$ cat src/rtl/trap_ctrl_pkg.sv
// Shared types and constants for the machine-mode trap sequencer.
package trap_ctrl_pkg;

    localparam int unsigned XLEN   = 32;
    localparam int unsigned CSR_AW = 12;
    localparam int unsigned TIME_W = 64;
    localparam int unsigned CODE_W = 4;

    typedef enum logic [1:0] {
        ST_IDLE     = 2'd0,
        ST_FLUSH    = 2'd1,
        ST_REDIRECT = 2'd2
    } state_e;

    localparam logic [CSR_AW-1:0] CSR_MSTATUS = 12'h300;
    localparam logic [CSR_AW-1:0] CSR_MIE     = 12'h304;
    localparam logic [CSR_AW-1:0] CSR_MIP     = 12'h344;

    // Bit positions shared by mip/mie and by mstatus
    localparam int unsigned MSIP_BIT = 3;
    localparam int unsigned MTIP_BIT = 7;
    localparam int unsigned MEIP_BIT = 11;
    localparam int unsigned MIE_BIT  = 3;
    localparam int unsigned MPIE_BIT = 7;

    localparam logic [CODE_W-1:0] CODE_MSI = 4'd3;
    localparam logic [CODE_W-1:0] CODE_MTI = 4'd7;
    localparam logic [CODE_W-1:0] CODE_MEI = 4'd11;

    localparam logic [XLEN-1:0] CAUSE_ECALL = 32'h0000_000b;
    localparam logic [XLEN-1:0] MIE_MASK    = 32'h0000_0888;

    typedef struct packed {
        logic [XLEN-1:0] epc;
        logic [XLEN-1:0] cause;
    } trap_info_t;

    function automatic logic [XLEN-1:0] irq_cause(input logic [CODE_W-1:0] code);
        return {1'b1, 27'b0, code};
    endfunction

endpackage

$ cat src/rtl/trap_ctrl_if.sv
// Commit-point handshake between the pipeline and the trap sequencer.
interface trap_ctrl_if;
    import trap_ctrl_pkg::*;

    logic            commit_valid;
    logic [XLEN-1:0] commit_pc;
    logic            ecall;
    logic            mret;
    logic            drained;
    logic            kill;
    logic            flush;
    logic            redirect;
    logic [XLEN-1:0] redirect_pc;
    logic            trap_we;
    logic [XLEN-1:0] trap_epc;
    logic [XLEN-1:0] trap_cause;

    modport master (
        output commit_valid, commit_pc, ecall, mret, drained,
        input  kill, flush, redirect, redirect_pc, trap_we, trap_epc, trap_cause
    );

    modport slave (
        input  commit_valid, commit_pc, ecall, mret, drained,
        output kill, flush, redirect, redirect_pc, trap_we, trap_epc, trap_cause
    );

endinterface

$ cat src/rtl/trap_ctrl_mtimecmp_unit.sv
// 64-bit mtimecmp register with split-word MMIO write and registered timer pending.
module trap_ctrl_mtimecmp_unit
    import trap_ctrl_pkg::*;
#(
    parameter logic [TIME_W-1:0] TIMECMP_RST = 64'hFFFF_FFFF_FFFF_FFFF
) (
    input  logic              clk,
    input  logic              rst_n,
    input  logic [TIME_W-1:0] cycle,
    input  logic              cmp_we,
    input  logic              cmp_hi,
    input  logic [XLEN-1:0]   cmp_wdata,
    output logic              mtip
);

    logic [TIME_W-1:0] cmp_q, cmp_d;
    logic              mtip_q, mtip_d;

    always_comb begin
        cmp_d  = cmp_q;
        mtip_d = (cycle >= cmp_q);
        if (cmp_we) begin
            if (cmp_hi) cmp_d[63:32] = cmp_wdata;
            else        cmp_d[31:0]  = cmp_wdata;
        end
    end

    always_ff @(posedge clk or negedge rst_n) begin
        if (!rst_n) begin
            cmp_q  <= TIMECMP_RST;
            mtip_q <= 1'b0;
        end else begin
            cmp_q  <= cmp_d;
            mtip_q <= mtip_d;
        end
    end

    assign mtip = mtip_q;

endmodule

$ cat src/rtl/trap_ctrl.sv
// Machine-mode trap sequencer: arbitrates ECALL/MRET/interrupts at commit,
// flushes the pipeline and redirects the PC.
module trap_ctrl
    import trap_ctrl_pkg::*;
#(
    parameter logic [TIME_W-1:0] TIMECMP_RST = 64'hFFFF_FFFF_FFFF_FFFF
) (
    input  logic              clk,
    input  logic              rst_n,
    input  logic              halt,
    input  logic [TIME_W-1:0] cycle,
    input  logic              meip,
    input  logic              msip,
    input  logic [XLEN-1:0]   mtvec,
    input  logic [XLEN-1:0]   mepc,
    input  logic              csr_we,
    input  logic [CSR_AW-1:0] csr_addr,
    input  logic [XLEN-1:0]   csr_wdata,
    output logic [XLEN-1:0]   csr_rdata,
    input  logic              cmp_we,
    input  logic              cmp_hi,
    input  logic [XLEN-1:0]   cmp_wdata,
    trap_ctrl_if.slave        pif
);

    state_e          state_q, state_d;
    logic            mstatus_mie_q, mstatus_mie_d;
    logic            mpie_q, mpie_d;
    logic [XLEN-1:0] mie_q, mie_d;
    logic            is_ret_q, is_ret_d;
    logic [XLEN-1:0] ret_pc_q, ret_pc_d;
    logic [XLEN-1:0] csr_rdata_q, csr_rdata_d;

    logic            mtip;
    logic [XLEN-1:0] mip_c;
    logic [XLEN-1:0] pend_c;
    logic            irq_c;
    logic [CODE_W-1:0] irq_code_c;
    logic            can_accept_c;
    logic            take_trap_c;
    logic            take_ret_c;
    trap_info_t      trap_c;
    logic [XLEN-1:0] mstatus_rd_c;
    logic            unused_mtvec_lo;

    assign unused_mtvec_lo = ^mtvec[1:0];

    trap_ctrl_mtimecmp_unit #(
        .TIMECMP_RST (TIMECMP_RST)
    ) u_mtimecmp (
        .clk       (clk),
        .rst_n     (rst_n),
        .cycle     (cycle),
        .cmp_we    (cmp_we),
        .cmp_hi    (cmp_hi),
        .cmp_wdata (cmp_wdata),
        .mtip      (mtip)
    );

    // Pending/enabled interrupt selection and acceptance priority
    always_comb begin
        mip_c           = '0;
        mip_c[MEIP_BIT] = meip;
        mip_c[MTIP_BIT] = mtip;
        mip_c[MSIP_BIT] = msip;
        pend_c          = mip_c & mie_q;
        irq_c           = mstatus_mie_q & (|pend_c);

        if (pend_c[MEIP_BIT])      irq_code_c = CODE_MEI;
        else if (pend_c[MSIP_BIT]) irq_code_c = CODE_MSI;
        else                       irq_code_c = CODE_MTI;

        can_accept_c = (state_q == ST_IDLE) && pif.commit_valid && !halt;
        take_trap_c  = can_accept_c && (pif.ecall || (!pif.mret && irq_c));
        take_ret_c   = can_accept_c && !pif.ecall && pif.mret;

        trap_c.epc   = pif.commit_pc;
        trap_c.cause = pif.ecall ? CAUSE_ECALL : irq_cause(irq_code_c);

        mstatus_rd_c = {19'b0, 2'b11, 3'b0, mpie_q, 3'b0, mstatus_mie_q, 3'b0};
    end

    // State register
    always_ff @(posedge clk or negedge rst_n) begin
        if (!rst_n) state_q <= ST_IDLE;
        else        state_q <= state_d;
    end

    // Next-state logic
    always_comb begin
        state_d = state_q;
        unique case (state_q)
            ST_IDLE:     if (take_trap_c || take_ret_c) state_d = ST_FLUSH;
            ST_FLUSH:    if (pif.drained)               state_d = ST_REDIRECT;
            ST_REDIRECT: state_d = ST_IDLE;
            default:     state_d = ST_IDLE;
        endcase
    end

    // FSM outputs; trap target reads mtvec live so the CSR update is visible
    always_comb begin
        pif.kill        = take_trap_c;
        pif.trap_we     = take_trap_c;
        pif.trap_epc    = take_trap_c ? trap_c.epc   : '0;
        pif.trap_cause  = take_trap_c ? trap_c.cause : '0;
        pif.flush       = (state_q == ST_FLUSH);
        pif.redirect    = (state_q == ST_REDIRECT);
        pif.redirect_pc = '0;
        if (state_q == ST_REDIRECT)
            pif.redirect_pc = is_ret_q ? ret_pc_q : {mtvec[31:2], 2'b00};
    end

    // CSR write/read; sequencer update of MIE/MPIE overrides a same-cycle write
    always_comb begin
        mstatus_mie_d = mstatus_mie_q;
        mpie_d        = mpie_q;
        mie_d         = mie_q;
        is_ret_d      = is_ret_q;
        ret_pc_d      = ret_pc_q;
        csr_rdata_d   = '0;

        if (csr_we) begin
            unique case (csr_addr)
                CSR_MSTATUS: begin
                    mstatus_mie_d = csr_wdata[MIE_BIT];
                    mpie_d        = csr_wdata[MPIE_BIT];
                end
                CSR_MIE: mie_d = csr_wdata & MIE_MASK;
                default: ;
            endcase
        end

        if (take_trap_c) begin
            mpie_d        = mstatus_mie_q;
            mstatus_mie_d = 1'b0;
            is_ret_d      = 1'b0;
        end else if (take_ret_c) begin
            mstatus_mie_d = mpie_q;
            mpie_d        = 1'b1;
            is_ret_d      = 1'b1;
            ret_pc_d      = mepc;
        end

        unique case (csr_addr)
            CSR_MSTATUS: csr_rdata_d = mstatus_rd_c;
            CSR_MIE:     csr_rdata_d = mie_q;
            CSR_MIP:     csr_rdata_d = mip_c;
            default:     csr_rdata_d = '0;
        endcase
    end

    always_ff @(posedge clk or negedge rst_n) begin
        if (!rst_n) begin
            mstatus_mie_q <= 1'b0;
            mpie_q        <= 1'b0;
            mie_q         <= '0;
            is_ret_q      <= 1'b0;
            ret_pc_q      <= '0;
            csr_rdata_q   <= '0;
        end else begin
            mstatus_mie_q <= mstatus_mie_d;
            mpie_q        <= mpie_d;
            mie_q         <= mie_d;
            is_ret_q      <= is_ret_d;
            ret_pc_q      <= ret_pc_d;
            csr_rdata_q   <= csr_rdata_d;
        end
    end

    assign csr_rdata = csr_rdata_q;

endmodule

$ cat src/flat_wrapper.sv
// flat-port wrapper written by rule: the top's interface ports become plain ports
module trap_ctrl_flat import trap_ctrl_pkg::*;
#(
    parameter logic [TIME_W-1:0] TIMECMP_RST = 64'hFFFF_FFFF_FFFF_FFFF
)
  (clk, rst_n, halt, cycle, meip, msip, mtvec, mepc, csr_we, csr_addr, csr_wdata, csr_rdata, cmp_we, cmp_hi, cmp_wdata, pif_commit_valid, pif_commit_pc, pif_ecall, pif_mret, pif_drained, pif_kill, pif_flush, pif_redirect, pif_redirect_pc, pif_trap_we, pif_trap_epc, pif_trap_cause);
  trap_ctrl_if pif_i ();
  input  logic clk;
  input  logic rst_n;
  input  logic halt;
  input  logic [TIME_W-1:0] cycle;
  input  logic meip;
  input  logic msip;
  input  logic [XLEN-1:0] mtvec;
  input  logic [XLEN-1:0] mepc;
  input  logic csr_we;
  input  logic [CSR_AW-1:0] csr_addr;
  input  logic [XLEN-1:0] csr_wdata;
  output logic [XLEN-1:0] csr_rdata;
  input  logic cmp_we;
  input  logic cmp_hi;
  input  logic [XLEN-1:0] cmp_wdata;
  input wire logic [$bits(pif_i.commit_valid)-1:0] pif_commit_valid;
  input wire logic [$bits(pif_i.commit_pc)-1:0] pif_commit_pc;
  input wire logic [$bits(pif_i.ecall)-1:0] pif_ecall;
  input wire logic [$bits(pif_i.mret)-1:0] pif_mret;
  input wire logic [$bits(pif_i.drained)-1:0] pif_drained;
  output wire logic [$bits(pif_i.kill)-1:0] pif_kill;
  output wire logic [$bits(pif_i.flush)-1:0] pif_flush;
  output wire logic [$bits(pif_i.redirect)-1:0] pif_redirect;
  output wire logic [$bits(pif_i.redirect_pc)-1:0] pif_redirect_pc;
  output wire logic [$bits(pif_i.trap_we)-1:0] pif_trap_we;
  output wire logic [$bits(pif_i.trap_epc)-1:0] pif_trap_epc;
  output wire logic [$bits(pif_i.trap_cause)-1:0] pif_trap_cause;
  assign pif_i.commit_valid = pif_commit_valid;
  assign pif_i.commit_pc = pif_commit_pc;
  assign pif_i.ecall = pif_ecall;
  assign pif_i.mret = pif_mret;
  assign pif_i.drained = pif_drained;
  assign pif_kill = pif_i.kill;
  assign pif_flush = pif_i.flush;
  assign pif_redirect = pif_i.redirect;
  assign pif_redirect_pc = pif_i.redirect_pc;
  assign pif_trap_we = pif_i.trap_we;
  assign pif_trap_epc = pif_i.trap_epc;
  assign pif_trap_cause = pif_i.trap_cause;
  trap_ctrl #(.TIMECMP_RST(TIMECMP_RST)) u_core (.clk(clk), .rst_n(rst_n), .halt(halt), .cycle(cycle), .meip(meip), .msip(msip), .mtvec(mtvec), .mepc(mepc), .csr_we(csr_we), .csr_addr(csr_addr), .csr_wdata(csr_wdata), .csr_rdata(csr_rdata), .cmp_we(cmp_we), .cmp_hi(cmp_hi), .cmp_wdata(cmp_wdata), .pif(pif_i));
endmodule
$ cat config.mk
export PLATFORM = sky130hd
export DESIGN_NAME = trap_ctrl_flat
export DESIGN_NICKNAME = d
export VERILOG_FILES = /design/src/rtl/trap_ctrl_pkg.sv /design/src/rtl/trap_ctrl_if.sv /design/src/rtl/trap_ctrl_mtimecmp_unit.sv /design/src/rtl/trap_ctrl.sv /design/src/flat_wrapper.sv
export SDC_FILE = /design/constraint.sdc
export NUM_CORES = 1
export LEC_CHECK = 0
export CAP_MARGIN = 25
export CORE_AREA = 2 2 147 149
export DETAILED_ROUTE_END_ITERATION = 16
export DIE_AREA = 0 0 149 151
export GPL_ROUTABILITY_DRIVEN = 0
export PLACE_DENSITY = 0.74
export SETUP_SLACK_MARGIN = 0.4
export SLEW_MARGIN = 20
export SYNTH_ARGS = -nofsm -noshare
export SYNTH_HDL_FRONTEND = slang
export SYNTH_SLANG_ARGS = --single-unit
export TNS_END_PERCENT = 20
$ cat constraint.sdc
create_clock -name clk -period 5.4 [get_ports clk]
set_clock_uncertainty 0.2 [all_clocks]
set_input_delay 1.35 -clock clk [delete_from_list [all_inputs] [get_ports clk]]
set_output_delay 1.35 -clock clk [all_outputs]
set_load 0.05 [all_outputs]
Routed clock nets over the placement:
Drawn at 2 px/µm.
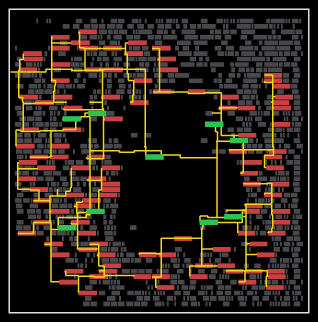
legend:
  clock wires:
    colour: yellow
    length: 1530 µm
  flip-flops:
    colour: red
    count: 109
  clock drivers:
    colour: green
    count: 9
routed clock nets: 10
flops lie: widely spread
P_clk: 0.000636 W
clock share of power: 24.2%

Metal 4:
Drawn at 2 px/µm. Cells faint in the background.
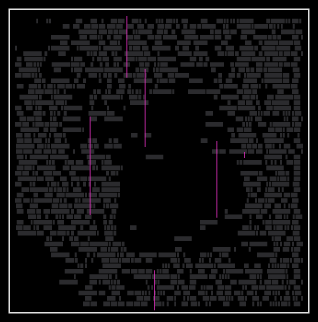
share of all routed wire: 0.86%
nets with wire on the layer: 5
DR vias: 5982
total wire length: 20700 µm

==> out/results.ini <==
[final_timing]
finalSetupViolCount=0
max_slew.worst_pin.slew_ps=939
hold_viol=0
rsz0062_at_grt=false
fmax_ghz=0.208
hold-worst-slack_ps=278
fin_crit_sh_pct=89.1

[layout]
drive_gt1_share_pct=17.0
syn2layout_area_growth_pct=53.3
fin_nets=1351

[global_routing]
antenna_found_initial=1
grt_pass1_wl_um=32000
grt_max_degree=48

[place]
post_dp_cell_area_um2=10400
port_buffers=293
dp_hpwl_um=16800

[power]
power.share.combinational_pct=33.7
pg_seq_w=0.00111
comb-power_w=0.000886
power_w=0.00263
power_leakage_nw=4.83

[synth]
synthAoiAreaFrac_pct=8.16
top_logic_kind=simple AND/OR/NAND/NOR gates
ys_cells=757
ys_seq_share_pct=40.5
syn_area_um2=6930
synth_cell_type_count=49
edf_count=0
topCellsByArea=dfstp_2, dfrtp_1, ha_1

[critical_path]
crit_chain=clkdlybuf4s50_1, a222oi_1, nor3b_1, o21a_1, buf_4, and2_1, buf_12
crit_end=pif_trap_epc[11]
cp_num_cells=7
slowest_stage=clkdlybuf4s50_1
critical_path_arrival_ps=3260
crit_family=buffers and inverters
reg2reg_to=u_core.u_mtimecmp.mtip
required_ps=3850
path_class=in2out

[min_path]
hp-class=reg2reg
hold_depth=2

[route]
viasPerCell=4.54
drt-initial-drc-count=207

[floorplan]
initial_core_util_pct=33.3
coreArea_um2=20800

[clock_tree]
cts_buffer_depth=2
root_buffer=clkbuf_16
post_cts_buffers=0
cts_resized=0
cts_hold_buf=0

[outcome]
status=complete, no violations

Routed metal, one colour a layer:
Drawn at 2 px/µm.
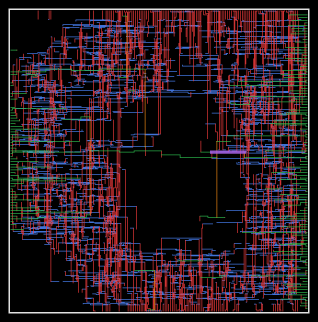
legend:
  metal 1:
    colour: blue
    wire_length: 8250 µm
  metal 5:
    colour: purple
    wire_length: 16.6 µm
  metal 2:
    colour: red
    wire_length: 10600 µm
  metal 3:
    colour: green
    wire_length: 1670 µm
  metal 4:
    colour: orange
    wire_length: 179 µm
post-DR wirelength/cell: 15.7 µm
Overall Global Routing Usage: 18.2%

cells by family (layout without fill, tap and decap cells):
kind of cell | count (synthesis) | count (layout)
simple gates | 261 | 261
buf+inv | 156 | 389
fa+ha+maj | 64 | 64
flops | 109 | 109
other cells | 1 | 55
compound gates | 96 | 96
mux | 70 | 70
cell usage in the layout, fill, tap and decap left out, drive strengths merged, types with 4 or more instances in the layout:
master	instances
mux2i	30
nand3	6
nor3	4
a21o	12
nor4	6
dfrtp	45
nand4	15
o21ai	40
dfstp	64
nor2	37
ha	64
mux2	40
a21oi	28
nand2	146
buf	49
conb	55
clkbuf	10
inv	73
and2	33
nor2b	5
clkdlybuf4s50	253
through the flow:
stage / cells / util [%]
6_report: 1319 / 51.0
5_1_grt: 1319 / 51.0
4_1_cts: 1319 / 51.0
3_5_place_dp: 1303 / 49.7
3_3_place_gp: 1302 / 49.6
2_1_floorplan: 811 / -
state kept, by name, summed over array words and instances, names as in the netlist, 2 cells and up:
register / flops
u_core.u_mtimecmp.cmp_q: 64
u_core.mie_q: 3
u_core.ret_pc_q: 32
u_core.csr_rdata: 4
u_core.state_q: 2
cell type report:
class | count | share of cell area, %
Tap cell | 275 | 3.24
Inverter | 71 | 2.51
Clock inverter | 6 | 0.436
Multi-Input combinational cell | 546 | 33.2
Clock buffer | 10 | 2.15
Timing Repair Buffer | 302 | 32.1
Sequential cell | 109 | 26.4
metal layers:
metal	track usage [%]	vias to the layer above	part of all wire, %
met5	0	-	0.077
met4	3.33	2	0.86
met3	5.66	14	8.1
met2	32.6	196	51
met1	21.7	2818	40
li1	-	2952	-
worst reg2reg max path, stage by stage (launching register included):
cell and delay, ps:
dfstp_2 530, inv_1 50, ha_1 320, nand4_1 150, nor4_1 570, a21boi_0 250, o31a_1 180, nor4_1 60
o21ai_1 200
No activity file was given, so power comes from the tool's default toggle rates.
